## src/rtl/mem_initiator.sv

```systemverilog
// Load/store initiator between the memory stage and the memory unit; sub-word stores by read-modify-write.
// Latency from accept: error 1, word store 2, load READ_LATENCY+2, sub-word store READ_LATENCY+3 cycles.
// One request in flight; req_ready only in IDLE, response is a one-cycle pulse with no backpressure.
module mem_initiator #(
  parameter int ADDR_WIDTH   = 10,
  parameter int READ_LATENCY = 1
) (
  input  logic                  clk,
  input  logic                  rst,
  input  logic                  req_valid,
  output logic                  req_ready,
  input  logic                  req_write,
  input  logic [1:0]            req_size,
  input  logic                  req_signed,
  input  logic [31:0]           req_addr,
  input  logic [31:0]           req_wdata,
  output logic                  resp_valid,
  output logic [31:0]           resp_rdata,
  output logic                  resp_err,
  output logic [ADDR_WIDTH-1:0] mem_addr,
  output logic [31:0]           mem_wdata,
  output logic                  mem_write_en,
  output logic                  mem_read,
  input  logic [31:0]           mem_rdata
);

  localparam logic [2:0] S_IDLE   = 3'd0;
  localparam logic [2:0] S_RD     = 3'd1;
  localparam logic [2:0] S_RMW_RD = 3'd2;
  localparam logic [2:0] S_RMW_WR = 3'd3;
  localparam logic [2:0] S_WR     = 3'd4;
  localparam logic [2:0] S_RESP   = 3'd5;

  localparam int CW = (READ_LATENCY < 1) ? 1 : $clog2(READ_LATENCY + 1);

  logic [2:0]            state;
  logic [CW-1:0]         cnt;
  logic [ADDR_WIDTH-1:0] addr_q;
  logic [1:0]            size_q;
  logic                  signed_q;
  logic                  write_q;
  logic [31:0]           wdata_q;
  logic [31:0]           rdata_q;
  logic                  err_q;

  logic                  accept;
  logic                  mmio_hit;
  logic                  req_err;
  logic [7:0]            byte_lane;
  logic [15:0]           half_lane;
  logic [31:0]           load_data;
  logic [31:0]           merged;

  // Address bits above the memory unit's range are intentionally dropped.
  logic unused_addr_hi;
  assign unused_addr_hi = ^req_addr[31:ADDR_WIDTH];

  assign accept = req_valid && (state == S_IDLE);

  // Reject illegal size, misalignment, and sub-word stores to the MMIO words
  // (the ports have no lane enables, so an RMW there would be meaningless).
  always_comb begin
    mmio_hit = (&req_addr[ADDR_WIDTH-1:4]) && (req_addr[3:2] != 2'b00);
    req_err  = 1'b0;
    if (req_size == 2'b11)                              req_err = 1'b1;
    if ((req_size == 2'b01) && req_addr[0])             req_err = 1'b1;
    if ((req_size == 2'b10) && (req_addr[1:0] != 2'b00)) req_err = 1'b1;
    if (req_write && (req_size != 2'b10) && mmio_hit)   req_err = 1'b1;
  end

  // Sequencer: capture on accept, hold mem_read for READ_LATENCY+1 cycles, then write/respond.
  always_ff @(posedge clk or posedge rst) begin
    if (rst) begin
      state    <= S_IDLE;
      cnt      <= '0;
      addr_q   <= '0;
      size_q   <= '0;
      signed_q <= 1'b0;
      write_q  <= 1'b0;
      wdata_q  <= '0;
      rdata_q  <= '0;
      err_q    <= 1'b0;
    end else begin
      case (state)
        S_IDLE: begin
          if (accept) begin
            addr_q   <= req_addr[ADDR_WIDTH-1:0];
            size_q   <= req_size;
            signed_q <= req_signed;
            write_q  <= req_write;
            wdata_q  <= req_wdata;
            err_q    <= req_err;
            cnt      <= CW'(READ_LATENCY);
            if (req_err)                 state <= S_RESP;
            else if (!req_write)         state <= S_RD;
            else if (req_size == 2'b10)  state <= S_WR;
            else                         state <= S_RMW_RD;
          end
        end
        S_RD, S_RMW_RD: begin
          if (cnt == '0) begin
            rdata_q <= mem_rdata;
            state   <= (state == S_RD) ? S_RESP : S_RMW_WR;
          end else begin
            cnt <= cnt - 1'b1;
          end
        end
        S_RMW_WR, S_WR: state <= S_RESP;
        S_RESP:         state <= S_IDLE;
        default:        state <= S_IDLE;
      endcase
    end
  end

  // Lane selection (little-endian) and load extension from the captured word.
  always_comb begin
    case (addr_q[1:0])
      2'd0:    byte_lane = rdata_q[7:0];
      2'd1:    byte_lane = rdata_q[15:8];
      2'd2:    byte_lane = rdata_q[23:16];
      default: byte_lane = rdata_q[31:24];
    endcase
    half_lane = addr_q[1] ? rdata_q[31:16] : rdata_q[15:0];
    case (size_q)
      2'b00:   load_data = {{24{signed_q & byte_lane[7]}}, byte_lane};
      2'b01:   load_data = {{16{signed_q & half_lane[15]}}, half_lane};
      default: load_data = rdata_q;
    endcase
  end

  // Replace the target lane of the captured word with the store data.
  always_comb begin
    merged = rdata_q;
    if (size_q == 2'b00) begin
      case (addr_q[1:0])
        2'd0:    merged[7:0]   = wdata_q[7:0];
        2'd1:    merged[15:8]  = wdata_q[7:0];
        2'd2:    merged[23:16] = wdata_q[7:0];
        default: merged[31:24] = wdata_q[7:0];
      endcase
    end else begin
      if (addr_q[1]) merged[31:16] = wdata_q[15:0];
      else           merged[15:0]  = wdata_q[15:0];
    end
  end

  // Strobes decode straight from state so a reset drops them immediately.
  always_comb begin
    req_ready    = (state == S_IDLE);
    mem_addr     = {addr_q[ADDR_WIDTH-1:2], 2'b00};
    mem_read     = (state == S_RD) || (state == S_RMW_RD);
    mem_write_en = (state == S_WR) || (state == S_RMW_WR);
    mem_wdata    = '0;
    if (state == S_WR)     mem_wdata = wdata_q;
    if (state == S_RMW_WR) mem_wdata = merged;
    resp_valid   = (state == S_RESP);
    resp_err     = (state == S_RESP) && err_q;
    resp_rdata   = ((state == S_RESP) && !err_q && !write_q) ? load_data : 32'h0;
  end

endmodule
```

## config.mk

```make
export PLATFORM = sky130hd
export DESIGN_NAME = mem_initiator
export DESIGN_NICKNAME = d
export VERILOG_FILES = /design/src/rtl/mem_initiator.sv
export SDC_FILE = /design/constraint.sdc
export NUM_CORES = 1
export LEC_CHECK = 0
export ABC_AREA = 1
export CAP_MARGIN = 20
export CORE_UTILIZATION = 25
export CTS_BUF_LIST = sky130_fd_sc_hd__clkbuf_16
export DETAILED_ROUTE_END_ITERATION = 6
export HOLD_SLACK_MARGIN = 0.06
export PLACE_DENSITY = 0.53
export SLEW_MARGIN = 10
export SYNTH_ARGS = -nofsm -noshare
export SYNTH_HDL_FRONTEND = slang
export SYNTH_SLANG_ARGS = --single-unit
export TNS_END_PERCENT = 5
```

## constraint.sdc

```tcl
create_clock -name clk -period 3.33 [get_ports clk]
set_input_delay 0.4995 -clock clk [delete_from_list [all_inputs] [get_ports clk]]
set_output_delay 0.4995 -clock clk [all_outputs]
set_load 0.02 [all_outputs]
```

==> qor.csv, run 1 <==
stage,metric,value,unit
die,fp util,25.5,%
layout,Comb area,2790,µm²
worst_setup_path,reg-to-reg critical path endpoint,rdata_q[25],
synthesis,Yosys top cell by area,dfrtp_1,
layout,Non-clock buffers,182,
outcome,status,"finished, final reports clean",
pwr,Max IR drop VDD,0.000312,V
synthesis,"count leader, synth",nand2_1,
worst_setup_path,origin of the critical flop-to-flop path,state[2],
cts,"Hold-fix buffers, CTS",0,
routing,vias per inst,4.71,
layout,Area-dominant class,logic gates,
die,I/O pin count,182,
global_routing,largest net degree at the start of global routing,39,
layout,register share of the cell area,27.6,%
sta,RSZ-0062 raised after global routing,true,
routing,Detailed Route WL,20800,µm
synthesis,Synthesis Warnings,0,
routing,drt first-iter violations,399,
worst_setup_path,slowest cell on the critical path,clkdlybuf4s50_1,
die,Taps Inserted,275,
pwr,PD cells,972,nW/µm²
worst_setup_path,Critical Path Stages,8,
-- run 1: metrics by stage --
stage               power [mW]  cell area [µm²]  setup TNS [ps]
global route              7.92             7530           -15.2
detailed placement        6.25             7230               0
floorplan                 4.63             5390               0
global placement          6.23             7230               0
finish                    7.32             7530               0
CTS                       7.34             7530               0
-- run 1: per-layer routing --
| metal | wire length, µm | up-vias | GRT usage [%] |
|---|---|---|---|
| met5 | 0 | - | 0 |
| met4 | 399 | 0 | 5.92 |
| met3 | 1550 | 24 | 3.98 |
| met2 | 9370 | 227 | 29.9 |
| met1 | 9460 | 2670 | 26.8 |
| li1 | - | 2918 | - |
-- run 1: power breakdown --
part	switching [mW]	leakage [nW]	internal, mW
Combinational	2.56	2.41	1.52
Sequential	0.680	1.00	1.50
Clock	0.414	0.154	0.642
Total	3.66	3.56	3.67
run_1/flops_by_reg.png
Bar = 50 µm.
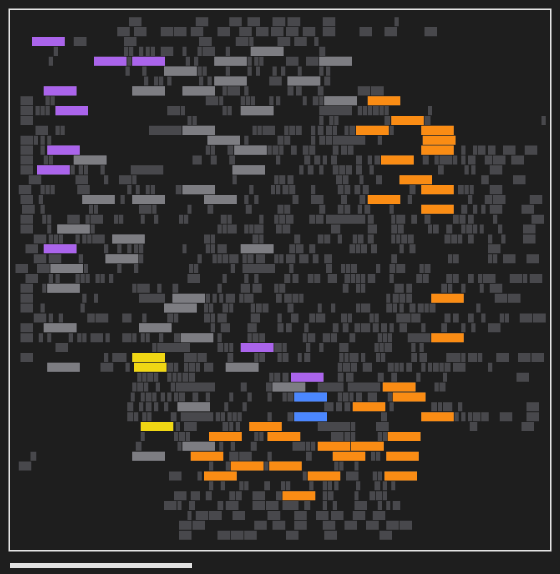
rdata_q -> orange  # placed flops 32
size_q -> blue  # placed flops 2
addr_q -> purple  # placed flops 10
state -> yellow  # placed flops 3
not colored = 36

run_1/placement.png
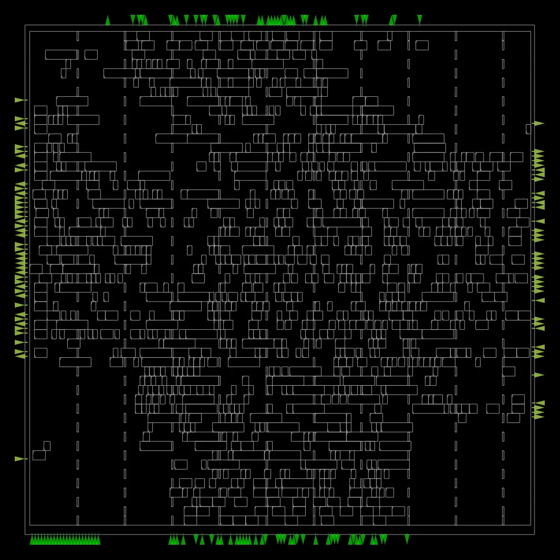
sequential cell count: 83
core area: 21100 µm²
fin util: 35.7%
FP Rows: 53

run_1/sizes.png
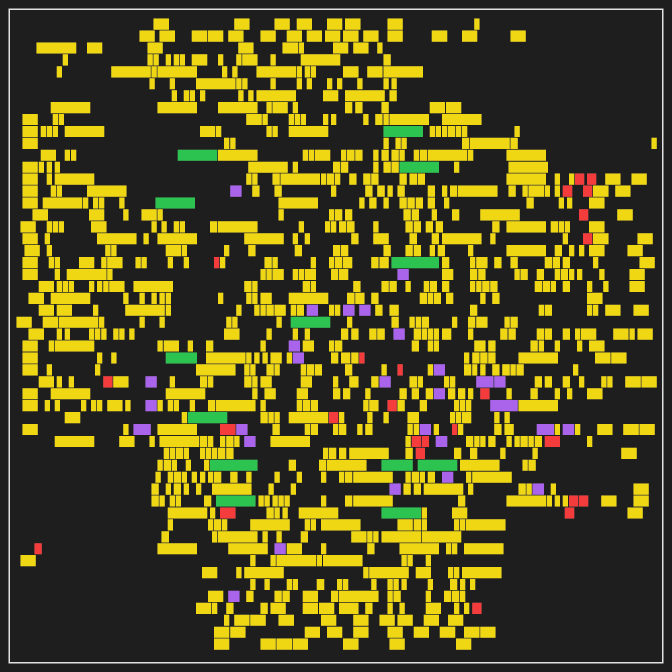
_3 and _4 cells -> purple  # cells 28, most used buf_4
_2 cells -> red  # cells 25, most used nor2_2
_0 and _1 cells -> yellow  # cells 900, most used nand2_1
_6 and larger -> green  # cells 13, most used clkbuf_16
P&R area growth vs syn: 39.9%
final instance area: 7530 µm²

## Run 2: what changed since run 1
Settings changed: HOLD_SLACK_MARGIN 0.06 to 0.05, SKIP_CTS_REPAIR_TIMING from default to 1.
run_2/clk_routes.png
Bar = 50 µm.
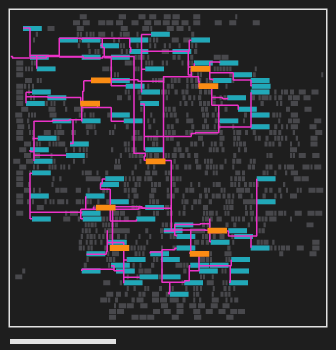
flip-flops -> cyan  # count 83
clock wires -> magenta  # length 1300 µm
clock drivers -> orange  # count 9
routed clock nets = 10
flops lie = widely spread

run_2/sizes.png
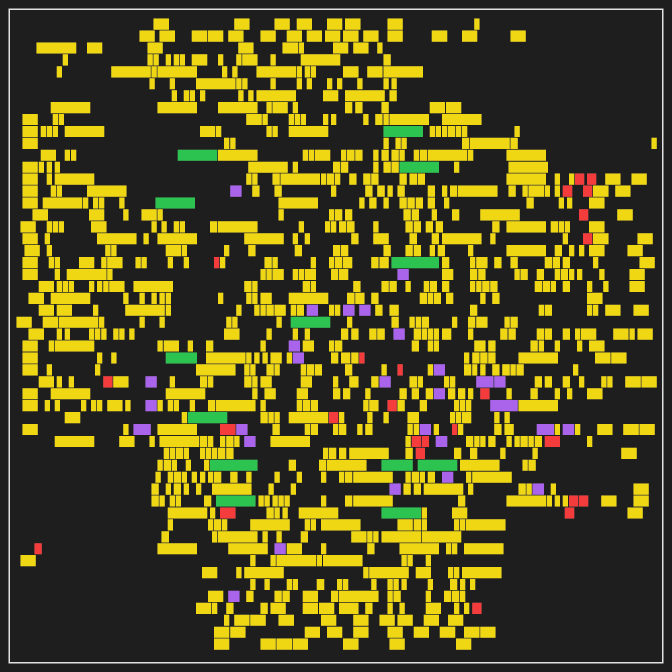
_6 and larger -> green  # cells 13, most used clkbuf_16
_3 and _4 cells -> purple  # cells 28, most used buf_4
_0 and _1 cells -> yellow  # cells 900, most used nand2_1
_2 cells -> red  # cells 25, most used nor2_2
Worst Setup Slack, final: 147 ps
Non-clock buffers: 182

==> run 2 against run 1 <==
Effect of this change:
- sequential share of layout area is the same
- clock power barely moved
- count of clock-buffer cells in the layout stayed put
- area after synthesis unchanged
- critical endpoint unchanged
==> qor.csv, run 2 <==
stage,metric,value,unit,change
outcome,status,"finished, final reports clean",,unchanged
sta,RSZ-0062 raised after global routing,true,,unchanged
layout,fin util,35.7,%,unchanged
pwr,Comb. pwr,4.08,mW,about the same
die,I/O pin count,182,,unchanged
pwr,Clk network pwr share,14.4,%,about the same
pwr,Tot Pwr,7.32,mW,unchanged
global_routing,initial antenna violation count,0,,unchanged
pwr,Psw,3.66,mW,unchanged
pwr,Top Consumer,combinational cells,,unchanged
die,fp util,25.5,%,unchanged
placement,Placed Area,7230,µm²,unchanged
routing,vias per inst,4.71,,unchanged
routing,drt first-iter violations,399,,unchanged
synthesis,Synthesis Warnings,0,,unchanged
worst_setup_path,Critical Path Stages,8,,unchanged
synthesis,Cell Type Count,29,,unchanged
worst_setup_path,origin of the critical flop-to-flop path,state[2],,unchanged
synthesis,Yosys top cell by area,dfrtp_1,,unchanged
worst_setup_path,reg-to-reg critical path endpoint,rdata_q[25],,unchanged
layout,final instance area,7530,µm²,unchanged
pwr,Max IR drop VDD,0.000312,V,unchanged
placement,DP Worst Slack,495,ps,unchanged
die,FP Rows,53,,unchanged
routing,Detailed Route WL,20800,µm,unchanged
layout,P&R area growth vs syn,39.9,%,unchanged
worst_setup_path,slowest cell on the critical path,clkdlybuf4s50_1,,unchanged
global_routing,largest net degree at the start of global routing,39,,unchanged
pwr,Seq group,2.18,mW,about the same
synthesis,"count leader, synth",nand2_1,,unchanged
die,core area,21100,µm²,unchanged
sta,Final Cycle Share,95.6,%,unchanged
pwr,Sequential Power Share,29.8,%,about the same
pwr,Net Sw Frac,49.9,%,unchanged
pwr,Gate power share,55.8,%,about the same
run 2: cell counts after synthesis:
Identical to the previous run, type by type.
run 2: cell type report:
type	instances	area, µm²	share of cell area, %
Multi-Input combinational cell	620	2790	37.0
Sequential cell	83	2080	27.6
Timing Repair Buffer	182	1770	23.5
Tap cell	275	344	4.57
Inverter	67	253	3.35
Clock buffer	9	225	2.99
Clock inverter	5	72.6	0.963
run 2: cells by family after synthesis:
logic type	count (synthesis)
other cells	1
simple gates	418
flops	83
compound gates	200
buf+inv	121
run 2: metal layers:
layer	routed length, µm	vias to the layer above	global-route usage, %
met1	9460	2670	26.8
met2	9370	227	29.9
li1	-	2918	-
met5	0	-	0
met4	399	0	5.92
met3	1550	24	3.98
## Run 3: what changed since run 2
Settings changed: CORE_UTILIZATION 25 to 47, PLACE_DENSITY 0.53 to 0.86.
run_3/flops_by_reg.png
Bar = 20 µm.
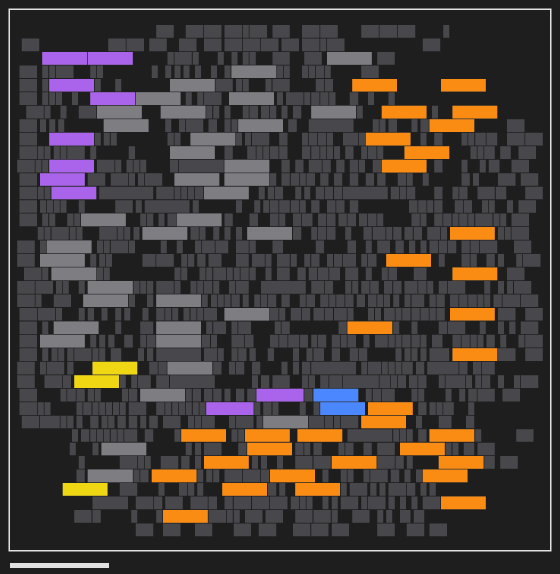
rdata_q -> orange  # placed flops 32
size_q -> blue  # placed flops 2
state -> yellow  # placed flops 3
addr_q -> purple  # placed flops 10
not colored = 36
fin util: 66.8%
Seq group: 2.17 mW
Seq. cell area: 2080 µm²
register share of the cell area: 28.4%

run_3/clk_routes.png
Bar = 20 µm.
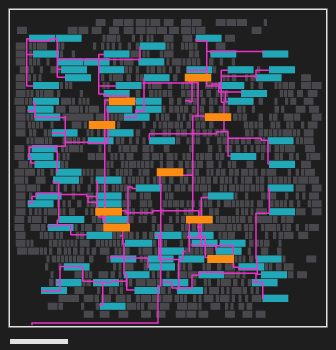
clock wires -> magenta  # length 1130 µm
clock drivers -> orange  # count 9
flip-flops -> cyan  # count 83
routed clock nets = 10

==> run 3 against run 2 <==
Effect of this change:
- die size down 46%
- critical path type unchanged
- area after synthesis stayed put
- largest cell class unchanged
- critical path depth up 1
- highest routed layer unchanged
- sequential share of layout area grew 0.79 points
- first-iteration DRC count is 57% higher
- synthesized cell count unchanged
==> qor.csv, run 3 <==
stage,metric,value,unit,change
pwr,Top Consumer,combinational cells,,unchanged
worst_setup_path,origin of the critical flop-to-flop path,state[2],,unchanged
pwr,Clk network pwr share,14.3,%,was 14.4%
die,core area,11000,µm²,was 21100 µm²
placement,DP Worst Slack,503,ps,was 495 ps
synthesis,"count leader, synth",nand2_1,,unchanged
die,Taps Inserted,140,,was 275
worst_setup_path,slowest cell on the critical path,clkdlybuf4s50_1,,unchanged
pwr,internal power,3.59,mW,was 3.67 mW
routing,top layer in use,met4,,unchanged
layout,# clk buffers,9,,unchanged
pwr,Net Sw Frac,50.1,%,was 49.9%
layout,Logic inverters,67,,unchanged
sta,Final Cycle Share,94.0,%,was 95.6%
routing,Detailed Route WL,17800,µm,was 20800 µm
layout,Area-dominant class,logic gates,,unchanged
pwr,PD cells,982,nW/µm²,was 972 nW/µm²
die,FP Rows,38,,was 53
layout,Comb area,2780,µm²,was 2790 µm²
pwr,Psw,3.61,mW,was 3.66 mW
global_routing,largest net degree at the start of global routing,84,,was 39
pwr,Sequential Power Share,30.2,%,was 29.8%
pwr,Power Clock,1.03,mW,was 1.06 mW
pwr,Tot Pwr,7.20,mW,was 7.32 mW
die,I/O pin count,182,,unchanged
routing,Met1 Routed Length,7280,µm,was 9460 µm
synthesis,Cell Type Count,29,,unchanged
outcome,status,"finished, final reports clean",,unchanged
pwr,Gate power share,55.5,%,was 55.8%
routing,vias per inst,5.51,,was 4.71
layout,MI comb cells,620,,unchanged
placement,Placed Area,7030,µm²,was 7230 µm²
routing,met2 wire length,7880,µm,was 9370 µm
==> run 3: cells by family after synthesis <==
| logic type | Yosys count | share of synthesized area (%) |
|---|---|---|
| flip-flops | 83 | 38.6 |
| AND/OR/NAND/NOR | 418 | 31.8 |
| buffers and inverters | 121 | 9.97 |
| other | 1 | 0.0697 |
| AND-OR/OR-AND | 200 | 19.5 |
==> run 3: path summary, 6_finish.rpt <==
check | end | slack [ps] | depth (start not counted)
max | resp_rdata[16] | 200 | 9
min | wdata_q[26] | 470 | 2
max reg2reg | wdata_q[14] | 1410 | 5
min reg2reg | wdata_q[26] | 470 | 2
max in group asynchronous | wdata_q[3] | 2410 | 3
min in group asynchronous | state[1] | 550 | 3

==> notes/layouts.md <==
Pictures saved along the way, in no particular order.

Wiring heat map.
shot_01.png
The die is cut into 30 by 30 equal tiles; dark blue is low, red is high, scaled to the fullest tile. Values are wire area over tile area, all layers added.
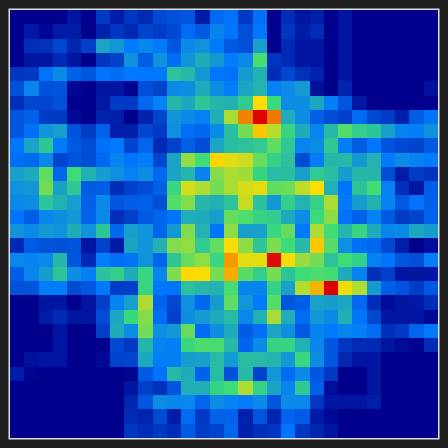
shot_02.png
The die is cut into 22 by 22 equal tiles; dark blue is low, red is high, scaled to the fullest tile. Values are wire area over tile area, all layers added.
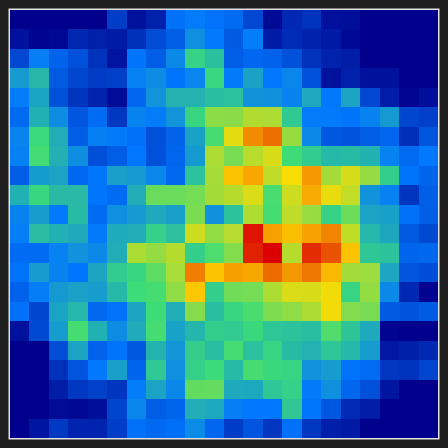
- shot_02.png = run 3
- shot_01.png = run 1

Key to shot_02.png:
emptiest ninth of the die = upper right
densest ninth of the die = center
fullest tile = 0.80
mean over tiles = 0.26
nearly empty tiles = 9.5%
tiles over half the peak = 20%

Power is estimated from default activity; no workload was simulated.
